===== src/rtl/nn_layer_activation_server.sv =====
// -----------------------------------------------------------------------------
// nn_layer_activation_server
//
// Purpose:
//   Ping-pong activation buffer between two neural-network layers. The
//   producing layer writes activations into the fill bank and commits it; the
//   consuming layer sees req_out, reads the read bank over the trig/abus/dbus
//   read channel (data one cycle after the trigger) and releases the bank
//   with ack_in.
//
// Ports:
//   clk        clock, all logic on posedge
//   rst        synchronous active-high reset
//   wr_trig    producer write strobe
//   wr_addr    write address within the fill bank
//   wr_data    signed write data
//   wr_commit  fill bank complete, hand it to the consumer
//   wr_ready   a fill bank is free
//   rd_trig    consumer read strobe
//   rd_addr    consumer read address (unused when auto-increment is built)
//   rd_data    registered signed read data
//   rd_valid   one-cycle pulse qualifying rd_data
//   req_out    a committed bank is available
//   ack_in     consumer done with the read bank
//   err_drop   sticky: a write or commit was dropped while both banks were full
//
// Configuration:
//   ACT_RD_AUTOINC_EN  when defined, rd_addr is ignored and an internal
//                      pointer (step 1 per accepted read, wrap at DEPTH-1,
//                      cleared on rst and on an accepted ack_in) supplies the
//                      read address.
// -----------------------------------------------------------------------------
module nn_layer_activation_server #(
  parameter int DATA_W = 8,
  parameter int DEPTH  = 2,
  parameter int ADDR_W = 1
) (
  input  logic                     clk,
  input  logic                     rst,
  input  logic                     wr_trig,
  input  logic [ADDR_W-1:0]        wr_addr,
  input  logic signed [DATA_W-1:0] wr_data,
  input  logic                     wr_commit,
  output logic                     wr_ready,
  input  logic                     rd_trig,
  input  logic [ADDR_W-1:0]        rd_addr,
  output logic signed [DATA_W-1:0] rd_data,
  output logic                     rd_valid,
  output logic                     req_out,
  input  logic                     ack_in,
  output logic                     err_drop
);

  localparam logic [31:0] DEPTH_U = 32'(DEPTH);

  // True when an address falls inside a bank.
  function automatic logic addr_ok(input logic [ADDR_W-1:0] a);
    return (32'(a) < DEPTH_U);
  endfunction

  logic signed [DATA_W-1:0] mem_q [2][DEPTH];

  logic                     wb_q, wb_d;
  logic                     rb_q, rb_d;
  logic [1:0]               cnt_q, cnt_d;
  logic signed [DATA_W-1:0] rd_data_q, rd_data_d;
  logic                     rd_valid_q, rd_valid_d;
  logic                     err_q, err_d;

  logic              commit_acc_s;
  logic              rel_acc_s;
  logic              wr_acc_s;
  logic              rd_acc_s;
  logic [ADDR_W-1:0] rd_addr_s;

  assign wr_ready = (cnt_q != 2'd2);
  assign req_out  = (cnt_q != 2'd0);
  assign rd_data  = rd_data_q;
  assign rd_valid = rd_valid_q;
  assign err_drop = err_q;

`ifdef ACT_RD_AUTOINC_EN
  logic [ADDR_W-1:0] ptr_q, ptr_d;

  // Read pointer: clear on release (release wins over a same-cycle read), else step and wrap.
  always_comb begin
    ptr_d = ptr_q;
    if (rel_acc_s) begin
      ptr_d = ADDR_W'(0);
    end else if (rd_acc_s) begin
      if (ptr_q == ADDR_W'(DEPTH - 1)) begin
        ptr_d = ADDR_W'(0);
      end else begin
        ptr_d = ptr_q + ADDR_W'(1);
      end
    end else begin
      ptr_d = ptr_q;
    end
  end

  // Read pointer register.
  always_ff @(posedge clk) begin
    if (rst) begin
      ptr_q <= ADDR_W'(0);
    end else begin
      ptr_q <= ptr_d;
    end
  end

  assign rd_addr_s = ptr_q;
`else
  assign rd_addr_s = rd_addr;
`endif

  // Handshake decode and next-state for bank pointers, occupancy, read port and error flag.
  always_comb begin
    commit_acc_s = wr_commit & wr_ready;
    rel_acc_s    = ack_in & req_out;
    wr_acc_s     = wr_trig & wr_ready & addr_ok(wr_addr);
    rd_acc_s     = rd_trig & req_out & addr_ok(rd_addr_s);

    wb_d       = commit_acc_s ? ~wb_q : wb_q;
    rb_d       = rel_acc_s ? ~rb_q : rb_q;
    err_d      = err_q | ((wr_trig | wr_commit) & ~wr_ready);
    rd_data_d  = rd_data_q;
    rd_valid_d = 1'b0;

    // Simultaneous commit and release leaves the occupancy unchanged.
    case ({commit_acc_s, rel_acc_s})
      2'b10:   cnt_d = cnt_q + 2'd1;
      2'b01:   cnt_d = cnt_q - 2'd1;
      default: cnt_d = cnt_q;
    endcase

    // A read uses the current rb, so a same-cycle ack_in still reads the old bank.
    if (rd_acc_s) begin
      rd_data_d  = mem_q[rb_q][rd_addr_s];
      rd_valid_d = 1'b1;
    end else if (rd_trig) begin
      rd_data_d  = '0;
      rd_valid_d = 1'b0;
    end else begin
      rd_data_d  = rd_data_q;
      rd_valid_d = 1'b0;
    end
  end

  // Control and read-port registers.
  always_ff @(posedge clk) begin
    if (rst) begin
      wb_q       <= 1'b0;
      rb_q       <= 1'b0;
      cnt_q      <= 2'd0;
      rd_data_q  <= '0;
      rd_valid_q <= 1'b0;
      err_q      <= 1'b0;
    end else begin
      wb_q       <= wb_d;
      rb_q       <= rb_d;
      cnt_q      <= cnt_d;
      rd_data_q  <= rd_data_d;
      rd_valid_q <= rd_valid_d;
      err_q      <= err_d;
    end
  end

  // Activation storage; contents deliberately survive reset. Writes use the
  // pre-commit wb, so a same-cycle write lands in the bank being committed.
  always_ff @(posedge clk) begin
    if (wr_acc_s) begin
      mem_q[wb_q][wr_addr] <= wr_data;
    end
  end

endmodule


===== config.mk =====
export PLATFORM = sky130hd
export DESIGN_NAME = nn_layer_activation_server
export DESIGN_NICKNAME = d
export VERILOG_FILES = /design/src/rtl/nn_layer_activation_server.sv
export SDC_FILE = /design/constraint.sdc
export NUM_CORES = 1
export LEC_CHECK = 0
export ABC_AREA = 1
export CAP_MARGIN = 0
export CELL_PAD_IN_SITES_DETAIL_PLACEMENT = 1
export CELL_PAD_IN_SITES_GLOBAL_PLACEMENT = 2
export CORE_MARGIN = 1
export CORE_UTILIZATION = 34
export CTS_BUF_LIST = sky130_fd_sc_hd__clkbuf_16
export CTS_CLUSTER_SIZE = 12
export DETAILED_ROUTE_END_ITERATION = 8
export HOLD_SLACK_MARGIN = 0.05
export PLACE_DENSITY_LB_ADDON = 0.25
export SLEW_MARGIN = 10
export SYNTH_ARGS = -nofsm -noshare
export SYNTH_HDL_FRONTEND = slang
export SYNTH_SLANG_ARGS = --single-unit

===== constraint.sdc =====
create_clock -name clk -period 2 [get_ports clk]
set_input_delay 0.6 -clock clk [delete_from_list [all_inputs] [get_ports clk]]
set_output_delay 0.6 -clock clk [all_outputs]
set_load 0.05 [all_outputs]

Where the registers sit:
The bar under the picture is 20 um long. Other sequential cells in the stronger gray, the rest of the logic in the fainter gray.
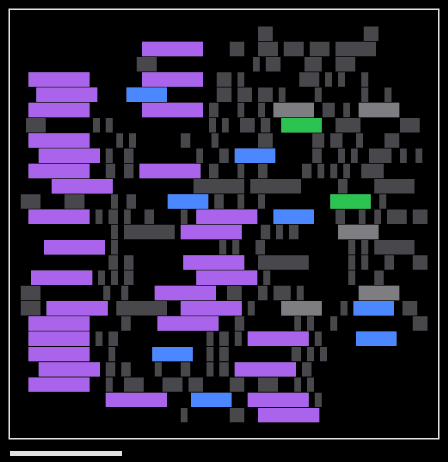
[cnt_q] green | flops: 2
[rd_data] blue | flops: 8
[mem_q] purple | flops: 32
not colored: 5

Cell area per tile:
The bar under the picture is 20 um long. The die is cut into 8 by 8 equal tiles; dark purple is low, yellow is high, 0 to 100% covered.
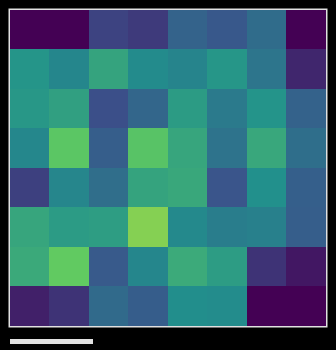
fullest tile: 81%
emptiest ninth of the die: south-east
tiles over 75% full: 3.1%
densest ninth of the die: center
nearly empty tiles: 7.8%
mean over tiles: 39%

==> summary.rpt <==
==== FLOW RESULTS ====
----------------------------------------------------
[Run status]
  Status ........................ completed

[Finish]
  Total of plain and repair buffers excluding clock buffers ........................ 34
  Final clock-cell share ........................ 5.95%
  Multi-input combinational cell area ........................ 509 um^2
  Most frequently placed logic cells in the final layout ........................ sky130_fd_sc_hd__nand2_1, sky130_fd_sc_hd__nand3_1, sky130_fd_sc_hd__edfxtp_1, sky130_fd_sc_hd__buf_4
  Final cell count without fillers ........................ 280
  Reg with most FFs ........................ mem_q
  Top cell category ........................ sequential cells
  Final layout net count ........................ 226
  Number of fill cells in the layout ........................ 587
  Final antenna diode count ........................ 0
  Comb/total area ........................ 21.4%
  Flip-flop count of the largest register, all copies and words added ........................ 32

[Global routing]
  First-pass GRT wire length ........................ 6940 um
  Grt met3 use ........................ 3.47%

[Flow run]
  OpenROAD warning count ........................ 26

[Final timing]
  Shortest clock period the worst path allows after layout ........................ 1.74 ns
  Hold_ws ........................ 0.476 ns
  Final critical-path setup slack ........................ 0.264 ns
  Number of endpoints failing setup at the final stage ........................ 0
  Top achievable clock speed ........................ 576 MHz

[Placement]
  Placed instance area ........................ 0.00223 mm^2
  RD Place Congestion ........................ 0.720

[Power and ir drop]
  Comb power frac ........................ 25.2%
  Leakage power total ........................ 0.000984 uW
  Comb group ........................ 665 uW
  Top Consumer ........................ registers
  Power density over the cells ........................ 1110 mW/mm^2
  Proportion of total power due to net switching ........................ 30.6%
  Power spent charging and discharging nets ........................ 806 uW
  Cell-internal power ........................ 1830 uW
  Maximum vdd drop ........................ 0.522 mV

[Setup path]
  Signal arrival time at the worst endpoint ........................ 1.14 ns
  Category of the most critical setup path ........................ reg2out
  Cells along the critical path ........................ nor2_4 -> inv_1 -> buf_12
  Maximum fanout encountered on the critical timing path ........................ 4
  Terminus of the critical flop-to-flop path ........................ cnt_q[1]$_SDFFE_PP0P_
  Critical path's top delay family ........................ flip-flops

[Routing]
  Wirelength per Cell ........................ 14.8 um
  Total detailed-routing wirelength ........................ 4130 um
  Post-detailed-route count of antenna-violating nets ........................ 0
  Routed wl met3 ........................ 131 um

[Clocking]
  Number of instances resized during post-cts repair ........................ 0
  H-tree lvl count ........................ 2
  CTS tree ........................ yes
  Hold_buf cts ........................ 0

[Floorplan]
  Tap Count ........................ 70
  Die ar. ........................ 0.00582 mm^2
  Core area ........................ 0.00520 mm^2
  Die Y-Extent ........................ 76.3 um
  I/O pin cnt ........................ 28
  Die width ........................ 76.3 um

[Synthesis]
  Biggest combinational cell group after synthesis ........................ simple AND/OR/NAND/NOR gates
  Async set-reset flop share out of synthesis ........................ 0%
  Area of the synthesized netlist per yosys stat ........................ 0.00188 mm^2
  Number of different library cells in the post-synthesis netlist ........................ 20
  Fraction of post-synthesis cell area in the top cell type by area ........................ 51.2%
  Net Count, Synth ........................ 190
  Sequential area share after synthesis ........................ 67.2%
  Cell type with the largest total area after synthesis ........................ sky130_fd_sc_hd__edfxtp_1
  Area fraction in and, or, nand and nor cells ........................ 24.9%
  Most used flip-flop cell after synthesis ........................ sky130_fd_sc_hd__edfxtp_1

[Worst hold path]
  Worst hold stages ........................ 2

----------------------------------------------------
Routed metal per tile:
The die is cut into 15 by 15 equal tiles; dark purple is low, yellow is high, scaled to the fullest tile. Values are wire area over tile area, all layers added.
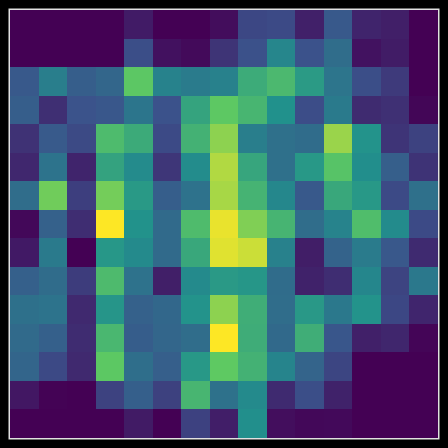
tiles over half the peak: 24%
mean over tiles: 0.11
densest ninth of the die: center

Clock routing:
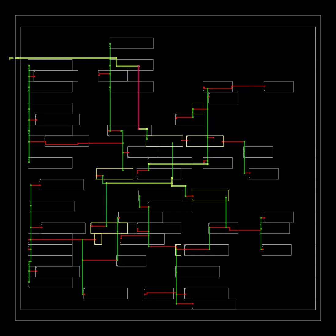
P_clk: 769 uW
number of buffers created by CTS: 5
number of clock-tree buffers in the layout: 5
clk_lat worst skew: 0.28 ns
sequential cells: 47

Power and IR drop assume default switching activity.
